[src/rtl/reg_file_pkg.sv]
// Shared defaults and update-priority helper for the register file.
package reg_file_pkg;

  localparam int DEF_DATA_W  = 32;
  localparam int DEF_ADDR_W  = 4;
  localparam int DEF_PC_IDX  = 15;
  localparam int DEF_PC_STEP = 4;
  localparam int DEF_BYPASS  = 1;

  // What a single register slot does on an enabled clock edge.
  typedef enum logic [1:0] {
    UPD_HOLD  = 2'd0,
    UPD_INC   = 2'd1,
    UPD_WRITE = 2'd2,
    UPD_CLEAR = 2'd3
  } upd_sel_e;

  // Clear beats write, write beats PC increment, otherwise hold.
  function automatic upd_sel_e resolve_update(input logic clr_hit,
                                              input logic wr_hit,
                                              input logic inc_en);
    if (clr_hit)     return UPD_CLEAR;
    else if (wr_hit) return UPD_WRITE;
    else if (inc_en) return UPD_INC;
    else             return UPD_HOLD;
  endfunction

endpackage

[src/rtl/reg_file_read_port.sv]
// One combinational read port: select mux, optional write/clear bypass,
// and operand-ready flag derived from the busy scoreboard.
module reg_file_read_port
  import reg_file_pkg::*;
#(
  parameter int DATA_W = DEF_DATA_W,
  parameter int ADDR_W = DEF_ADDR_W,
  parameter int BYPASS = DEF_BYPASS,
  localparam int DEPTH = 2 ** ADDR_W
) (
  input  logic [DATA_W-1:0] i_regs [DEPTH],
  input  logic [DEPTH-1:0]  i_busy,
  input  logic [ADDR_W-1:0] i_sel,
  input  logic              i_byp_en,
  input  logic              i_we,
  input  logic [ADDR_W-1:0] i_wsel,
  input  logic [DATA_W-1:0] i_din,
  input  logic              i_ce,
  input  logic [ADDR_W-1:0] i_csel,
  output logic [DATA_W-1:0] o_data,
  output logic              o_rdy
);

  logic w_clr_hit;
  logic w_wr_hit;

  // A pending clear shadows a pending write to the same register.
  assign w_clr_hit = (BYPASS != 0) && i_byp_en && i_ce && (i_csel == i_sel);
  assign w_wr_hit  = (BYPASS != 0) && i_byp_en && i_we && (i_wsel == i_sel);

  // Data and ready: a bypass hit means the operand is being produced now.
  always_comb begin
    o_data = i_regs[i_sel];
    o_rdy  = ~i_busy[i_sel];
    if (w_clr_hit) begin
      o_data = '0;
      o_rdy  = 1'b1;
    end else if (w_wr_hit) begin
      o_data = i_din;
      o_rdy  = 1'b1;
    end
  end

endmodule

[src/rtl/reg_file_sb.sv]
// Register file with one write port, one clear port, two read ports,
// an auto-incrementing PC slot and a per-register busy scoreboard.
module reg_file_sb
  import reg_file_pkg::*;
#(
  parameter int DATA_W  = DEF_DATA_W,
  parameter int ADDR_W  = DEF_ADDR_W,
  parameter int PC_IDX  = DEF_PC_IDX,
  parameter int PC_STEP = DEF_PC_STEP,
  parameter int BYPASS  = DEF_BYPASS
) (
  input  logic              CLK,
  input  logic              RESET_N,
  input  logic              RFE,
  input  logic              WE,
  input  logic [ADDR_W-1:0] RC,
  input  logic [DATA_W-1:0] DIN,
  input  logic              CE,
  input  logic [ADDR_W-1:0] RD,
  input  logic [ADDR_W-1:0] RA,
  input  logic [ADDR_W-1:0] RB,
  input  logic              ISSUE,
  input  logic [ADDR_W-1:0] ISSUE_IDX,
  input  logic              PC_HOLD,
  output logic [DATA_W-1:0] A,
  output logic [DATA_W-1:0] B,
  output logic              A_RDY,
  output logic              B_RDY,
  output logic [DATA_W-1:0] PC
);

  localparam int DEPTH = 2 ** ADDR_W;
  localparam logic [DATA_W-1:0] STEP = DATA_W'(PC_STEP);

  logic [DATA_W-1:0] r_regs     [DEPTH];
  logic [DATA_W-1:0] w_reg_nxt  [DEPTH];
  logic [DEPTH-1:0]  r_busy;
  logic [DEPTH-1:0]  w_busy_nxt;
  logic              w_byp_en;

  // Per-slot next value and busy bit; issue overrides write/clear on busy
  // because the newly issued producer supersedes the completing one.
  for (genvar g = 0; g < DEPTH; g++) begin : g_slot
    localparam logic [ADDR_W-1:0] IDX = ADDR_W'(g);
    logic     w_clr_hit;
    logic     w_wr_hit;
    logic     w_inc_en;
    logic     w_iss_hit;
    upd_sel_e w_sel;

    assign w_clr_hit = CE && (RD == IDX);
    assign w_wr_hit  = WE && (RC == IDX);
    assign w_inc_en  = (g == PC_IDX) && !PC_HOLD;
    assign w_iss_hit = ISSUE && (ISSUE_IDX == IDX);
    assign w_sel     = resolve_update(w_clr_hit, w_wr_hit, w_inc_en);

    assign w_reg_nxt[g] = (w_sel == UPD_CLEAR) ? '0 :
                          (w_sel == UPD_WRITE) ? DIN :
                          (w_sel == UPD_INC)   ? r_regs[g] + STEP :
                                                 r_regs[g];

    assign w_busy_nxt[g] = w_iss_hit ? 1'b1 :
                           (w_clr_hit || w_wr_hit) ? 1'b0 : r_busy[g];
  end

  // Storage and scoreboard; RFE high freezes everything including PC.
  always_ff @(posedge CLK or negedge RESET_N) begin
    if (!RESET_N) begin
      r_regs <= '{default: '0};
      r_busy <= '0;
    end else if (!RFE) begin
      r_regs <= w_reg_nxt;
      r_busy <= w_busy_nxt;
    end
  end

  // Bypass only when this cycle's update will actually land; suppressed
  // under reset so outputs read as cleared while reset is held.
  assign w_byp_en = ~RFE & RESET_N;

  assign PC = r_regs[PC_IDX];

  reg_file_read_port #(
    .DATA_W (DATA_W),
    .ADDR_W (ADDR_W),
    .BYPASS (BYPASS)
  ) u_port_a (
    .i_regs   (r_regs),
    .i_busy   (r_busy),
    .i_sel    (RA),
    .i_byp_en (w_byp_en),
    .i_we     (WE),
    .i_wsel   (RC),
    .i_din    (DIN),
    .i_ce     (CE),
    .i_csel   (RD),
    .o_data   (A),
    .o_rdy    (A_RDY)
  );

  reg_file_read_port #(
    .DATA_W (DATA_W),
    .ADDR_W (ADDR_W),
    .BYPASS (BYPASS)
  ) u_port_b (
    .i_regs   (r_regs),
    .i_busy   (r_busy),
    .i_sel    (RB),
    .i_byp_en (w_byp_en),
    .i_we     (WE),
    .i_wsel   (RC),
    .i_din    (DIN),
    .i_ce     (CE),
    .i_csel   (RD),
    .o_data   (B),
    .o_rdy    (B_RDY)
  );

endmodule
[config.mk]
export PLATFORM = sky130hd
export DESIGN_NAME = reg_file_sb
export DESIGN_NICKNAME = d
export VERILOG_FILES = /design/src/rtl/reg_file_pkg.sv /design/src/rtl/reg_file_read_port.sv /design/src/rtl/reg_file_sb.sv
export SDC_FILE = /design/constraint.sdc
export NUM_CORES = 1
export LEC_CHECK = 0
export CORE_ASPECT_RATIO = 1.25
export CORE_MARGIN = 1.5
export CORE_UTILIZATION = 60
export CTS_CLUSTER_SIZE = 8
export DETAILED_ROUTE_END_ITERATION = 16
export PLACE_DENSITY = 0.77
export SLEW_MARGIN = 10
export SYNTH_ARGS = -nofsm -noshare
export SYNTH_HDL_FRONTEND = slang
export SYNTH_SLANG_ARGS = --single-unit
[constraint.sdc]
create_clock -name CLK -period 3.7 [get_ports CLK]
set_clock_uncertainty 0.15 [all_clocks]
set_input_delay 0.74 -clock CLK [delete_from_list [all_inputs] [get_ports CLK]]
set_output_delay 0.74 -clock CLK [all_outputs]
set_load 0.005 [all_outputs]
==> flow_metrics.tcl <==
# yosys + openroad results
set metrics [dict create \
    common_cells "529 x a22o_1, 528 x dfrtp_1, 222 x mux4_2, 154 x clkbuf_1, 110 x nand2_1" \
    p_switching_w 0.00532 \
    worstReg2RegStart "PC[2]" \
    finalCritPeriodShare_pct 99.3 \
    chipHeight_um 251 \
    nets 2681 \
    final_area_um2 36400 \
    fin_crit_ns 3.68 \
    die_area_um2 50600 \
    core-area_um2 48400 \
    fmax_mhz 272 \
    setup_ws_ns 0.0243 \
    synth.cell_area_um2 29600 \
    numCtsBuffers 75 \
    clockPowerShare_pct 35.0 \
    power_w 0.0181 \
    cp-endpoint "A[13]" \
    fp_nets 2412 \
    synth_seq_share_pct 44.7 \
    worstRegToRegCells 6 \
    cp_common_cell "buf_12" \
    synth_cell_types 66 \
    pwr-share-seq_pct 42.4 \
    powerDensity_nw_per_um2 497 \
    grt_max_degree 193 \
    critPathLaunchType "primary input" \
    synth_top_area_share_pct 44.7 \
    wl_per_cell_um 36.6 \
    internal-power_w 0.0128 \
    crit_chain "buf_8 > buf_12 > buf_4 > buf_12 > mux4_2 > a22o_1 > a221oi_1 > o21ai_0 > dlygate4sd2_1" \
    io_buffers 156 \
    max_slew_margin_pct 17.6 \
    timing.rr.end "PC[26]" \
    vdd_drop_max_uv 343 \
    dp_hpwl_um 73100 \
    power_leakage_nw 16.1 \
    clock_path_buffers 3 \
    avgSynthCellArea_um2 12.6 \
    ff_type "dfrtp_1" \
    critPathCaptureType "output pin" \
    vias_per_cell 8.17 \
    status "completed" \
    post_dp_cell_area_um2 33800 \
    arrival_ns 2.79 \
    combinationalPowerShare_pct 22.5 \
    postRouteAntennaNets 0 \
    warning_count 36 \
    dp.cells 3158 \
    syn_inst 2352 \
    drc 0 \
    dp_worst_setup_slack_ns -0.524 \
    crit_start "RA[0]" \
    final_cell_mix "529 x a22o_1, 528 x dfrtp_1, 280 x buf_4" \
    synth_top_cell_by_area "dfrtp_1" \
    grt_pass1_vias 27800 \
    num_rows 90 \
    clkTransAtPathRegs_ns 0.05 \
    ys_ff 528 \
    root_buffer "clkbuf_16" \
    final-setup-viol-count 0 \
    drive_above_1_share_pct 29.4 \
    die_w_um 202 \
    cp_slowest_cell "mux4_2" \
    synth-area-yosys_um2 29600 \
    yosys-top-cells-area "dfrtp_1 45%, mux4_2 17%, a22o_1 16%, mux2i_1 3.0%, clkbuf_1 2.0%" \
    io_pins 157 \
    p_sw_share_pct 29.3 \
    tightestPinTransition_ns 1.24 \
    edf_count 0 \
    h-tree-depth 3 \
    r2r_slack_ns 0.88 \
    worstPathMaxFanout 12 \
    yosysWarningCount 0 \
    grt_usage_pct 47.7 \
    final_layout_top_logic_cell "a22o_1" \
    grt-ovfl-total 0 \
    gp_congestion 1.01 \
    ys_async_sr_fraction_pct 100 \
    first_iter_violations 4404 \
    final_cell_count_no_fill 3273 \
    antenna_found_initial 5 \
    synth_top_cell_by_count "a22o_1" \
    cap_violations 0 \
    synth_stat.cells 2352 \
    grt_pass1_wl_um 176000 \
    hold_viol 0 \
    cts_tree "built" \
    hp-class "in -> async" \
]
## registers in the layout, summed over array words and instances (netlist names)
name / count
r_regs: 480
PC: 32
r_busy: 16
## power by group through the flow
stage               logic, W  registers [W]  clock network (W)
floorplan            0.00264        0.00733                  0
global placement     0.00387        0.00758                  0
detailed placement   0.00398        0.00768                  0
CTS                  0.00401        0.00762            0.00631
global route         0.00429        0.00775            0.00655
finish               0.00409        0.00769            0.00635
## cell type report
cell class,instances,area [um^2]
Multi-Input combinational cell,1486,15200
Inverter,13,48.8
Antenna cell,3,7.51
Fill cell,3028,12000
Clock inverter,3,48.8
Sequential cell,528,13200
Tap cell,644,806
Clock buffer,79,1980
Timing Repair Buffer,517,5180
## layer usage
metal | vias to the layer above | share of wire, % | GRT usage (%)
li1 | 9929 | - | -
met1 | 13200 | 31 | 56.8
met2 | 2765 | 44 | 69.4
met3 | 804 | 15 | 17.5
met4 | 7 | 9.5 | 39.1
met5 | - | 0.075 | 0.869
## worst max-delay path, delay by kind of cell
kind	cells	cell delay (ns)
compound gates	3	0.64
buf+inv	5	0.85
mux	1	0.51
## through the flow
step	util [%]	TNS, ns	hold WS, ns
2_1_floorplan	-	0	0.294
3_3_place_gp	69.9	-17.67	0.336
3_5_place_dp	69.9	-20.99	0.337
4_1_cts	75.1	-0.0389	0.246
5_1_grt	75.3	-0.0207	0.261
6_report	75.3	0	0.146
## timing repair
action                     in CTS  in global routing
pin swaps                      12                  4
cloned                          5                  0
resized                       113                 55
setup buffers                  19                  7
hold buffers                    0                  0
setup endpoints to repair      66                 48
## cells by family after synthesis
family / Yosys count / share of synthesized area [%]
compound gates: 831 / 23.4
flops: 528 / 44.7
buf+inv: 338 / 5.56
simple gates: 322 / 5.77
mux: 311 / 19.9
xor+xnor: 21 / 0.622
fa+ha+maj: 1 / 0.0423
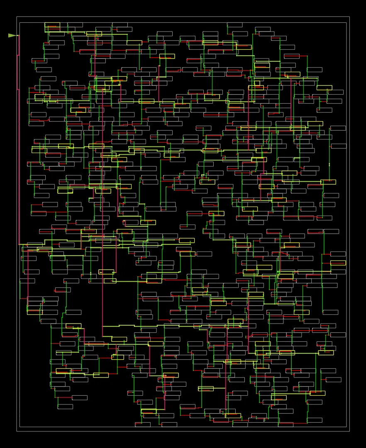
(clock routing)
Flops: 528
clkbuf count: 79
worst skew pair latency: 0.63 ns
clock sink count: 528

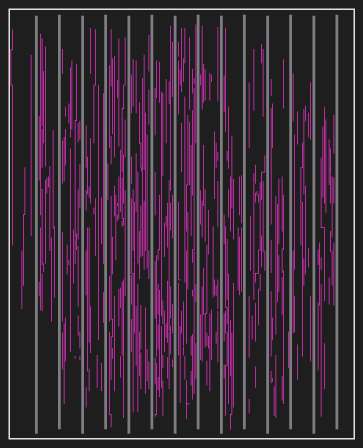
(metal 4)
Supply wires on this layer in grey.
The wires run mostly vertical. The layer holds 9.5% of the routed length.
Via Count: 26.8k
WL final: 120000 um

No activity file was given, so power comes from the tool's default toggle rates.
